## config.mk

```make
export PLATFORM = sky130hd
export DESIGN_NAME = aht10_ctrl
export DESIGN_NICKNAME = d
export VERILOG_FILES = /design/src/rtl/aht10_ctrl.sv
export SDC_FILE = /design/constraint.sdc
export NUM_CORES = 1
export LEC_CHECK = 0
export ABC_AREA = 1
export ABC_CLOCK_PERIOD_IN_PS = 3200
export CORE_MARGIN = 2
export CORE_UTILIZATION = 59
export DETAILED_ROUTE_END_ITERATION = 12
export GPL_TIMING_DRIVEN = 0
export PLACE_DENSITY = 0.79
export SLEW_MARGIN = 15
export SYNTH_ARGS = -nofsm -noshare
export SYNTH_HDL_FRONTEND = slang
export SYNTH_SLANG_ARGS = --single-unit
export TNS_END_PERCENT = 10
```

## constraint.sdc

```tcl
create_clock -name clk -period 3.2 [get_ports clk]
set_input_delay 0.64 -clock clk [delete_from_list [all_inputs] [get_ports clk]]
set_output_delay 0.64 -clock clk [all_outputs]
set_load 0.1 [all_outputs]
```

## src/rtl/aht10_ctrl.sv

```systemverilog
// AHT10 sensor sequencer: power-up wait, calibration init, periodic trigger and 6-byte read-back.
// Drives a byte-level I2C master one command at a time and emits the raw 40-bit humidity/temperature sample.
module aht10_ctrl #(
    parameter int         CLK_FREQ   = 50_000_000,
    parameter int         PWR_UP_MS  = 40,
    parameter int         INIT_MS    = 10,
    parameter int         MEAS_MS    = 80,
    parameter int         PERIOD_MS  = 1000,
    parameter int         RETRY_MS   = 100,
    parameter logic [6:0] SLAVE_ADDR = 7'h38
) (
    input  logic        clk,
    input  logic        rst_n,
    output logic        i2c_req,
    output logic [3:0]  i2c_cmd,
    output logic [7:0]  i2c_wr_data,
    input  logic [7:0]  i2c_rd_data,
    input  logic        i2c_done,
    input  logic        i2c_nack,
    output logic [39:0] dout,
    output logic        dout_vld,
    output logic        err
);

    localparam int TICKS_PER_MS = (CLK_FREQ / 1000 < 1) ? 1 : CLK_FREQ / 1000;

    localparam logic [3:0] C_START = 4'b0001;
    localparam logic [3:0] C_WR    = 4'b0010;
    localparam logic [3:0] C_RD    = 4'b0100;
    localparam logic [3:0] C_STOP  = 4'b1000;

    localparam logic [7:0] ADDR_W = {SLAVE_ADDR, 1'b0};
    localparam logic [7:0] ADDR_R = {SLAVE_ADDR, 1'b1};

    typedef enum logic [3:0] {
        PWRUP, INIT, INITW, TRIG, MEASW, READ, CHECK, PERIODW, ABORT, RETRYW
    } state_t;

    state_t            state, state_nxt;
    logic [31:0]       presc, ms_cnt, wait_ms;
    logic              tick, wait_done;
    logic [2:0]        idx;
    logic              pending, accept, last, set_vld, set_err;
    logic [5:0][7:0]   shadow;

    assign tick   = (presc == 32'(TICKS_PER_MS - 1));
    // A done pulse only counts while a command is actually outstanding.
    assign accept = i2c_done && pending;

    always_comb begin
        wait_ms = 32'd1;
        case (state)
            PWRUP:   wait_ms = 32'(PWR_UP_MS);
            INITW:   wait_ms = 32'(INIT_MS);
            MEASW:   wait_ms = 32'(MEAS_MS);
            PERIODW: wait_ms = 32'(PERIOD_MS);
            RETRYW:  wait_ms = 32'(RETRY_MS);
            default: wait_ms = 32'd1;
        endcase
    end

    assign wait_done = tick && (ms_cnt == wait_ms - 32'd1);

    always_ff @(posedge clk or negedge rst_n) begin
        if (!rst_n) state <= PWRUP;
        else        state <= state_nxt;
    end

    // Command outputs are decoded from state/idx, which hold still until done.
    always_comb begin
        state_nxt   = state;
        i2c_req     = 1'b0;
        i2c_cmd     = '0;
        i2c_wr_data = '0;
        last        = 1'b0;
        set_vld     = 1'b0;
        set_err     = 1'b0;
        case (state)
            PWRUP:   if (wait_done) state_nxt = INIT;
            INITW:   if (wait_done) state_nxt = TRIG;
            MEASW:   if (wait_done) state_nxt = READ;
            PERIODW: if (wait_done) state_nxt = TRIG;
            RETRYW:  if (wait_done) state_nxt = INIT;
            INIT, TRIG: begin
                i2c_req = !pending;
                case (idx)
                    3'd0: begin
                        i2c_cmd     = C_START | C_WR;
                        i2c_wr_data = ADDR_W;
                    end
                    3'd1: begin
                        i2c_cmd     = C_WR;
                        i2c_wr_data = (state == INIT) ? 8'hE1 : 8'hAC;
                    end
                    3'd2: begin
                        i2c_cmd     = C_WR;
                        i2c_wr_data = (state == INIT) ? 8'h08 : 8'h33;
                    end
                    default: begin
                        i2c_cmd     = C_WR | C_STOP;
                        i2c_wr_data = 8'h00;
                        last        = 1'b1;
                    end
                endcase
                if (accept && i2c_nack && i2c_cmd[1]) state_nxt = ABORT;
                else if (accept && last)              state_nxt = (state == INIT) ? INITW : MEASW;
            end
            READ: begin
                i2c_req = !pending;
                if (idx == 3'd0) begin
                    i2c_cmd     = C_START | C_WR;
                    i2c_wr_data = ADDR_R;
                end else if (idx == 3'd6) begin
                    i2c_cmd = C_RD | C_STOP;
                    last    = 1'b1;
                end else begin
                    i2c_cmd = C_RD;
                end
                if (accept && i2c_nack && i2c_cmd[1]) state_nxt = ABORT;
                else if (accept && last)              state_nxt = CHECK;
            end
            CHECK: begin
                if (!shadow[0][3]) begin
                    set_err   = 1'b1;
                    state_nxt = RETRYW;
                end else if (shadow[0][7]) begin
                    // Busy: re-read after another measurement wait, no new trigger.
                    state_nxt = MEASW;
                end else begin
                    set_vld   = 1'b1;
                    state_nxt = PERIODW;
                end
            end
            ABORT: begin
                // NACK on this STOP is deliberately not looked at.
                i2c_req = !pending;
                i2c_cmd = C_STOP;
                if (accept) begin
                    set_err   = 1'b1;
                    state_nxt = RETRYW;
                end
            end
            default: state_nxt = PWRUP;
        endcase
    end

    always_ff @(posedge clk or negedge rst_n) begin
        if (!rst_n) begin
            presc    <= '0;
            ms_cnt   <= '0;
            idx      <= '0;
            pending  <= 1'b0;
            shadow   <= '0;
            dout     <= '0;
            dout_vld <= 1'b0;
            err      <= 1'b0;
        end else begin
            dout_vld <= set_vld;
            err      <= set_err;
            if (set_vld) dout <= {shadow[1], shadow[2], shadow[3], shadow[4], shadow[5]};

            // Timer and byte index restart on every state entry.
            if (state_nxt != state) begin
                presc  <= '0;
                ms_cnt <= '0;
                idx    <= '0;
            end else begin
                if (tick) begin
                    presc  <= '0;
                    ms_cnt <= ms_cnt + 32'd1;
                end else begin
                    presc <= presc + 32'd1;
                end
                if (accept) idx <= idx + 3'd1;
            end

            if (i2c_req)     pending <= 1'b1;
            else if (accept) pending <= 1'b0;

            if (accept && state == READ) begin
                for (int k = 0; k < 6; k++)
                    if (idx == 3'(k + 1)) shadow[k] <= i2c_rd_data;
            end
        end
    end

endmodule

```

==> Implementation_results.wiki <==
=== Synthesis and place and route ===
{| class="wikitable"
! Metric !! Value
|-
| PnR Total Power || 4.06 mW
|-
| Hold WC Path Type || in2async
|-
| DR vias/cell || 5.38
|-
| Worst setup slack after layout || 0.173 ns
|-
| TNS Setup || 0 ns
|-
| Sw power || 0.944 mW
|-
| Via count of the first global-routing pass || 6572
|-
| GP Congestion || 0.897
|-
| Switching part of the total || 23.2%
|-
| Std-Cell Rows || 43
|-
| Pins Over Slew Limit || 0
|-
| Worst endpoint required time || 2.56 ns
|-
| Hold buffer count at cts || 0
|-
| Yosys cell count || 1034
|-
| Clock latency at the later pin of the worst-skew pair || 0.43 ns
|-
| Synth Warn # || 0
|-
| Worst slew margin relative to its limit || 34.3%
|-
| Data arrival time of the critical path || 2.39 ns
|-
| Cell Type Count || 34
|-
| Result of the run || complete, no violations
|-
| Vertical die dimension || 122 um
|-
| Synth Cell Area || 8190 um2
|}
[per-stage QoR]
step | util, % | area, um2
after floorplan | - | 8200
after global placement | 66.2 | 9080
after detailed placement | 66.4 | 9120
after CTS | 70.6 | 9690
after global routing | 70.6 | 9680
final | 70.6 | 9680
[power groups by stage]
stage | registers, mW | logic (mW) | clock network (mW)
2_1_floorplan | 2.02 | 0.0524 | 0
3_3_place_gp | 2.02 | 0.123 | 0
3_5_place_dp | 2.02 | 0.132 | 0
4_1_cts | 1.98 | 0.133 | 1.97
5_1_grt | 1.98 | 0.150 | 2.06
6_report | 1.98 | 0.131 | 1.95
[cell families after synthesis]
kind of cell	after synthesis	share of synthesized area, %
simple gates	614	33.9
buf+inv	131	6.58
fa+ha+maj	10	1.53
compound gates	68	4.49
other cells	1	0.0458
xor+xnor	54	5.77
flops	156	47.7
[cell usage after synthesis (all sizes together), types with 8 or more instances]
| cell | instances | share of area (%) |
|---|---|---|
| xor2 | 41 | 4.4 |
| nor4 | 8 | 0.61 |
| dfrtp | 156 | 48 |
| xnor2 | 13 | 1.4 |
| buf | 14 | 1.2 |
| inv | 101 | 4.6 |
| ha | 10 | 1.5 |
| nand4 | 24 | 1.8 |
| nand2 | 334 | 15 |
| nor3 | 95 | 7.8 |
| nand3 | 42 | 2.7 |
| clkbuf | 16 | 0.73 |
| o21ai | 52 | 3.2 |
| nor2 | 107 | 5.1 |
[layout make-up]
class | count | area share, %
plain buffers | 30 | 1.74
clock buffers | 18 | 4.54
clock inverters | 14 | 1.40
inverters | 101 | 3.92
multi-input cells | 749 | 38.8
flip-flops and latches | 156 | 40.3
well taps | 180 | 2.33
repair buffers | 68 | 6.90
[timing repair]
action	in CTS	in global routing
resized	27	23
setup buffers	0	1
pin swaps	0	2
hold endpoints to repair	0	0
setup endpoints to repair	13	69
[worst max-delay path: stages, from the launching register on]
cell and delay, ns:
sky130_fd_sc_hd__dfrtp_1 0.42, sky130_fd_sc_hd__inv_1 0.09, sky130_fd_sc_hd__ha_1 0.16, sky130_fd_sc_hd__inv_1 0.04, sky130_fd_sc_hd__nor2_1 0.28, sky130_fd_sc_hd__nand2_1 0.18, sky130_fd_sc_hd__o211ai_1 0.21, sky130_fd_sc_hd__clkdlybuf4s15_2 0.58
[worst paths after layout]
kind	from	to	slack, ns	cells past startpoint
worst max register to register	state[3]	presc[30]	0.24	19
max in group asynchronous	rst_n	presc[13]	2.23	2
worst min-delay path	rst_n	dout[5]	0.19	1
worst max-delay path	idx[0]	i2c_wr_data[0]	0.17	7
min in group clk	shadow[17]	dout[25]	0.47	2
worst min register to register	shadow[17]	dout[25]	0.47	2
[routing by layer]
layer	wire length [um]	vias up	track usage [%]
li1	-	3488	-
met1	8850	3366	39.6
met2	8830	209	41.8
met3	1090	18	5.10
met4	197	0	6.82
met5	0	-	0
[registers in the layout (all words and copies together), names as in the netlist]
register and cells:
dout 40, state 4, err 1, pending 1
dout_vld 1, idx 3, presc 32, shadow 42
ms_cnt 32
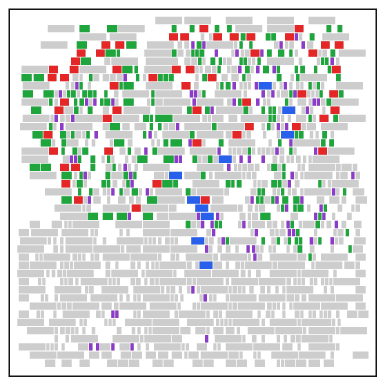
Figure 1: gate families picked out.
Scale: 3 px per um.
- fa/ha/maj cells: blue (cells 10; most used ha_1; where centre)
- nor cells: green (cells 210; most used nor2_1)
- inv cells: purple (cells 101; most used inv_1)
- xor and xnor cells: red (cells 54; most used xor2_1)

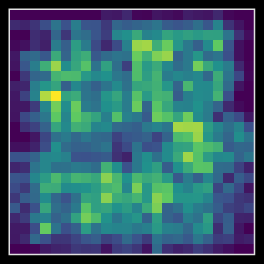
Figure 2: wiring heat map.
Scale: 2 px per um. 24 x 24 tiles, from dark purple (low) to yellow (high), scaled to the fullest tile. Values are wire area over tile area, all layers added.
- mean over tiles: 0.20
- tiles over half the peak: 27%
- fullest tile: 0.55
- nearly empty tiles: 6.1%

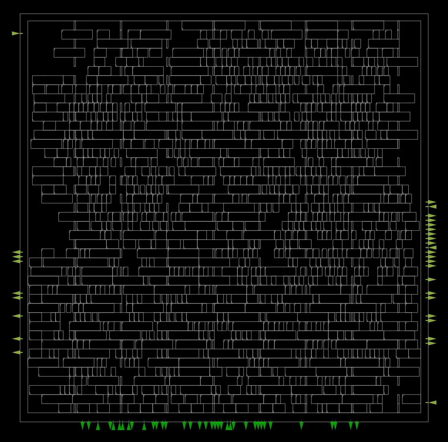
Figure 3: placed standard cells.
Taps Inserted: 180
Filler cells: 1146

Power figures rest on the tool's default switching activity, not on a simulated workload.
